**config.mk**
```make
export PLATFORM = sky130hd
export DESIGN_NAME = mix_a_uart
export DESIGN_NICKNAME = d
export VERILOG_FILES = /design/src/rtl/mix_a_uart.sv
export SDC_FILE = /design/constraint.sdc
export NUM_CORES = 1
export LEC_CHECK = 0
export CAP_MARGIN = 20
export CELL_PAD_IN_SITES_DETAIL_PLACEMENT = 0
export CELL_PAD_IN_SITES_GLOBAL_PLACEMENT = 1
export CORE_MARGIN = 4
export CORE_UTILIZATION = 35
export DETAILED_ROUTE_END_ITERATION = 7
export PLACE_DENSITY = 0.61
export SYNTH_ARGS = -nofsm -noshare
export SYNTH_HDL_FRONTEND = slang
export SYNTH_SLANG_ARGS = --single-unit
```
**constraint.sdc**
```tcl
create_clock -name clk -period 9.45 [get_ports clk]
set_input_delay 0.945 -clock clk [delete_from_list [all_inputs] [get_ports clk]]
set_output_delay 0.945 -clock clk [all_outputs]
set_load 0.005 [all_outputs]
```
**src/rtl/mix_a_uart.sv**
```systemverilog
`timescale 1ns/1ps
// mix_a_uart: prints each new MIX A-register value as "+dddddddddd\r\n" over an 8N1 UART.
// Ports:
//   clk      - system clock, rising edge
//   reset    - asynchronous active-low reset
//   a        - MIX word: [30] sign (1 = minus), [29:0] five 6-bit bytes
//   tx       - UART serial output, idle high, LSB first
//   busy     - high while a line is being shifted out
//   lost_cnt - saturating count of changes on a seen while busy
module mix_a_uart #(
  parameter int CLKS_PER_BIT = 104
) (
  input  logic        clk,
  input  logic        reset,
  input  logic [30:0] a,
  output logic        tx,
  output logic        busy,
  output logic [7:0]  lost_cnt
);
  localparam int TW = $clog2(CLKS_PER_BIT);
  localparam logic [TW-1:0] T_LOAD = TW'(CLKS_PER_BIT - 1);
  typedef enum logic [1:0] {IDLE, START, DATA, STOP} state_t;
  state_t      state_q, state_d;
  logic [30:0] a_q, a_qd, sent_q, sent_d, word_q, word_d;
  logic [3:0]  char_q, char_d;
  logic [2:0]  bit_q, bit_d;
  logic [TW-1:0] timer_q, timer_d;
  logic        tx_q, tx_d, busy_q, busy_d;
  logic [7:0]  lost_q, lost_d;
  logic [2:0]  dig;
  logic [7:0]  chr;
  logic        bit_end;
  // digit k of the word sits at bits [32-3k -: 3], i.e. a right shift of 30-3k
  assign dig = 3'(word_q[29:0] >> (6'd30 - 6'(char_q) * 6'd3));
  assign chr = char_q == 4'd0  ? (word_q[30] ? 8'h2D : 8'h2B) :
               char_q == 4'd11 ? 8'h0D :
               char_q == 4'd12 ? 8'h0A : 8'h30 + {5'b0, dig};
  assign bit_end = timer_q == '0;
  always_comb begin
    state_d = state_q;
    word_d  = word_q;
    sent_d  = sent_q;
    char_d  = char_q;
    bit_d   = bit_q;
    // every bit end enters a new bit (or IDLE), so reloading there is always right
    timer_d = (state_q == IDLE || bit_end) ? T_LOAD : timer_q - 1'b1;
    lost_d  = (busy_q && a_q != a_qd && lost_q != 8'hFF) ? lost_q + 8'd1 : lost_q;
    case (state_q)
      IDLE: if (a_q != sent_q) begin
        word_d  = a_q;
        sent_d  = a_q;
        char_d  = 4'd0;
        state_d = START;
      end
      START: if (bit_end) begin
        state_d = DATA;
        bit_d   = 3'd0;
      end
      DATA: if (bit_end) begin
        bit_d = bit_q + 3'd1;
        if (bit_q == 3'd7) state_d = STOP;
      end
      STOP: if (bit_end) begin
        state_d = char_q == 4'd12 ? IDLE : START;
        char_d  = char_q == 4'd12 ? char_q : char_q + 4'd1;
      end
      default: state_d = IDLE;
    endcase
    // word and char_idx never change on entry to DATA, so chr already reflects the next char
    tx_d   = state_d == START ? 1'b0 : state_d == DATA ? chr[bit_d] : 1'b1;
    busy_d = state_d != IDLE;
  end
  always_ff @(posedge clk or negedge reset) begin
    if (!reset) begin
      state_q <= IDLE;
      a_q     <= '0;
      a_qd    <= '0;
      sent_q  <= '0;
      word_q  <= '0;
      char_q  <= '0;
      bit_q   <= '0;
      timer_q <= '0;
      tx_q    <= 1'b1;
      busy_q  <= 1'b0;
      lost_q  <= '0;
    end else begin
      state_q <= state_d;
      a_q     <= a;
      a_qd    <= a_q;
      sent_q  <= sent_d;
      word_q  <= word_d;
      char_q  <= char_d;
      bit_q   <= bit_d;
      timer_q <= timer_d;
      tx_q    <= tx_d;
      busy_q  <= busy_d;
      lost_q  <= lost_d;
    end
  end
  assign tx       = tx_q;
  assign busy     = busy_q;
  assign lost_cnt = lost_q;
endmodule
```
==> impl_metrics.xml <==
<?xml version="1.0" encoding="UTF-8"?>
<metrics>
  <group name="run_status">
    <metric name="status" unit="">completed</metric>
  </group>
  <group name="worst_setup_path">
    <metric name="cp.required" unit="ps">9750</metric>
    <metric name="cp-endpoint" unit="">tx</metric>
    <metric name="worst_setup_path_end_kind" unit="">flip-flop</metric>
    <metric name="crit_family" unit="">adder cells</metric>
    <metric name="timing.critical_path.from_type" unit="">flip-flop</metric>
    <metric name="timing.critical_path.cells" unit="">inv_1 &gt; ha_1 &gt; fa_1 &gt; mux4_1 &gt; mux2i_1 &gt; a21oi_1 &gt; mux2i_1 &gt; o211ai_1 &gt; nand4bb_1 &gt; a41oi_1</metric>
    <metric name="regToRegSetupSlack" unit="ps">6060</metric>
    <metric name="reg2reg_to" unit="">tx</metric>
    <metric name="critical_path_buf_inv_count" unit="">1</metric>
  </group>
  <group name="route">
    <metric name="routed-via-count" unit="">3628</metric>
    <metric name="detailedRoute.firstPassIterationCount" unit="">4</metric>
    <metric name="ant_nets" unit="">0</metric>
  </group>
  <group name="final_timing">
    <metric name="tightest_slew" unit="ps">870</metric>
    <metric name="finalCriticalPeriod" unit="ps">3390</metric>
    <metric name="fmaxAchievable" unit="GHz">0.295</metric>
    <metric name="worst_slew_margin_relative_to_its_limit" unit="">0.420</metric>
    <metric name="final.setup.worst_slack" unit="ps">6060</metric>
    <metric name="report.final.hold_viol_count" unit="">0</metric>
    <metric name="grt_setup_unrepaired" unit="">false</metric>
    <metric name="fin_tns_setup" unit="ps">0</metric>
  </group>
  <group name="placed_design">
    <metric name="place.detailed.instances" unit="">698</metric>
    <metric name="buffer_ports.inserted" unit="">42</metric>
    <metric name="pre_cts_slack" unit="ps">5330</metric>
    <metric name="place_area" unit="sq um">6470</metric>
  </group>
  <group name="yosys">
    <metric name="edf_count" unit="">0</metric>
    <metric name="synth_async_reset_ratio" unit="">1.00</metric>
    <metric name="top_cell_area_share" unit="">0.504</metric>
    <metric name="synthDistinctLibCells" unit="">59</metric>
    <metric name="yosys_stat_area" unit="sq um">5860</metric>
    <metric name="synth.cellmix.xorXnorShare" unit="">0.115</metric>
    <metric name="post-synth-top-area-cell" unit="">dfrtp_1</metric>
    <metric name="synth.yosys.warnings" unit="">0</metric>
    <metric name="fp_nets" unit="">499</metric>
    <metric name="ys_sh_adder" unit="">0.0462</metric>
  </group>
  <group name="global_route">
    <metric name="grt_antenna_before_repair" unit="">0</metric>
    <metric name="groute.usage.overall" unit="">0.135</metric>
  </group>
  <group name="clock_tree">
    <metric name="post_cts.resized_instances" unit="">0</metric>
    <metric name="clkSlewWorstSetupHoldPaths" unit="ps">50</metric>
    <metric name="clock_tree_from_tritoncts" unit="">built</metric>
    <metric name="cts.path.max_buffers" unit="">2</metric>
  </group>
  <group name="run">
    <metric name="warning_count" unit="">35</metric>
    <metric name="maxCapViolations" unit="">0</metric>
  </group>
  <group name="power_and_ir_drop">
    <metric name="comb_power_share" unit="">0.161</metric>
    <metric name="power_leakage" unit="nW">2.86</metric>
    <metric name="p_clk_frac" unit="">0.382</metric>
  </group>
  <group name="hold_path">
    <metric name="whs_path_depth" unit="">1</metric>
  </group>
  <group name="layout">
    <metric name="nets" unit="">552</metric>
    <metric name="finish.instance_area" unit="sq um">7040</metric>
  </group>
  <group name="floorplanning">
    <metric name="chipHeight" unit="microns">137</metric>
  </group>
</metrics>
-- cell type report --
type                    count  area (sq um)
clock buffers              20           447
clock inverters            11           101
fillers                  1549          9420
inverters                  15          56.3
multi-input cells         300          2720
flip-flops and latches    119          2980
well taps                 220           275
repair buffers             45           460
-- routing by layer --
metal  global-route usage  up-vias  wire length (microns)
met2                0.213       57                   5690
li1                     -     1723                      -
met3               0.0354       23                    432
met4               0.0626        0                    276
met1                0.173     1825                   5390
met5                    0        -                      0
-- power by group through the flow --
stage | clock [mW] | sequential [mW] | combinational [mW]
2_1_floorplan | 0 | 0.673 | 0.195
3_3_place_gp | 0 | 0.714 | 0.251
3_5_place_dp | 0 | 0.722 | 0.254
4_1_cts | 0.610 | 0.713 | 0.255
5_1_grt | 0.631 | 0.726 | 0.277
6_report | 0.593 | 0.710 | 0.250
-- cell usage in the layout, fill, tap and decap left out, types with 6 or more instances in the layout --
| cell | synthesis | layout |
|---|---|---|
| a21oi_1 | 8 | 8 |
| clkbuf_16 | 0 | 17 |
| clkdlybuf4s50_1 | 0 | 41 |
| dfrtp_1 | 118 | 118 |
| ha_1 | 20 | 20 |
| inv_1 | 14 | 14 |
| mux2_1 | 14 | 14 |
| mux2_2 | 20 | 20 |
| mux4_1 | 15 | 15 |
| mux4_2 | 7 | 7 |
| nand2_1 | 32 | 32 |
| nand3_1 | 11 | 11 |
| nand4_1 | 16 | 16 |
| nor2_1 | 18 | 18 |
| nor4_1 | 6 | 6 |
| o21ai_0 | 6 | 6 |
| xnor2_1 | 58 | 58 |
| xor2_1 | 17 | 17 |
-- sequential cells by signal, summed over array words and instances, names as in the netlist --
name,cells
bit_q,3
a_qd,31
lost_cnt,8
tx,1
busy,1
state_q,2
timer_q,7
word_q,31
a_q,31
char_q,4
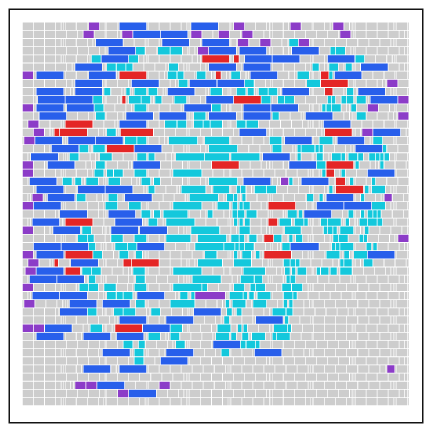
Fig. 1. Cell classes on the final placement.
(3 px per micron) Fill, decap, tap and diode cells in gray.
color	class	cells	share of their area
purple	other buffers and delay cells	45	6.8%
red	clock drivers and dummy loads	31	8.1%
cyan	all other logic	315	41%
blue	flip-flops	119	44%

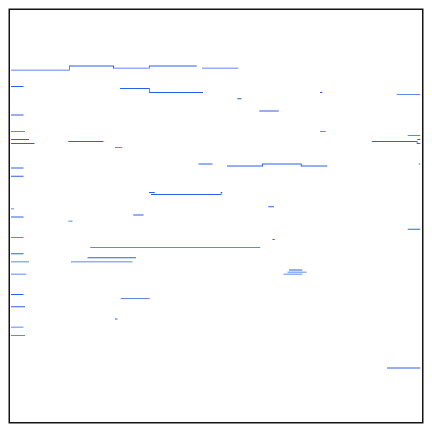
Fig. 2. Signal wires on met3.
(3 px per micron)
share of all routed wire	3.7%
longest straight run	56.4 microns
main direction	horizontal

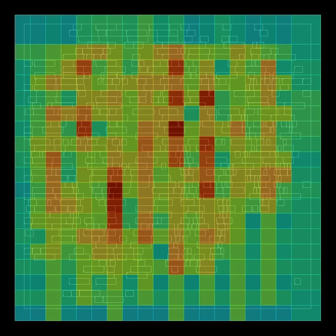
Fig. 3. Congestion heat map.
post-layout util: 0.428
GR Layer Usage met2: 0.213
met3 track utilization from global routing: 0.0354
routing layer with the top usage in global route: met2

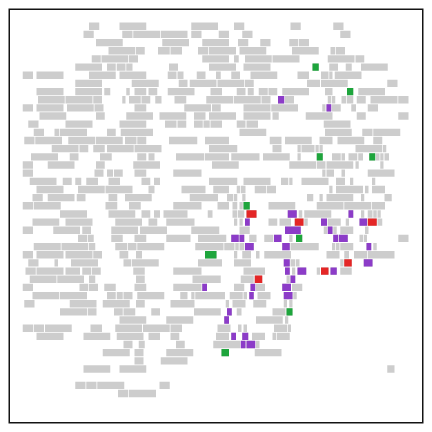
Fig. 4. Logic cells by family.
(3 px per micron)
color	family	cells	most used
red	AND-OR and OR-AND gates	6	a21o_1
purple	inverting AOI/OAI gates	34	a21oi_1
green	AND and OR gates	9	or3_1

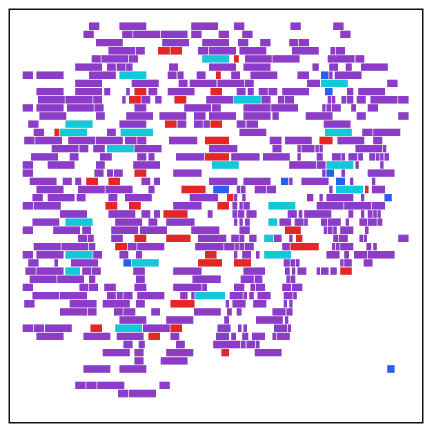
Fig. 5. Sizing map.
(3 px per micron)
color	size	cells	share
cyan	drive 6 and up	22	4.3%
purple	drive 1 or less	440	86%
red	drive 2	39	7.6%
blue	drive 3 to 4	9	1.8%

No activity file was given, so power comes from the tool's default toggle rates.
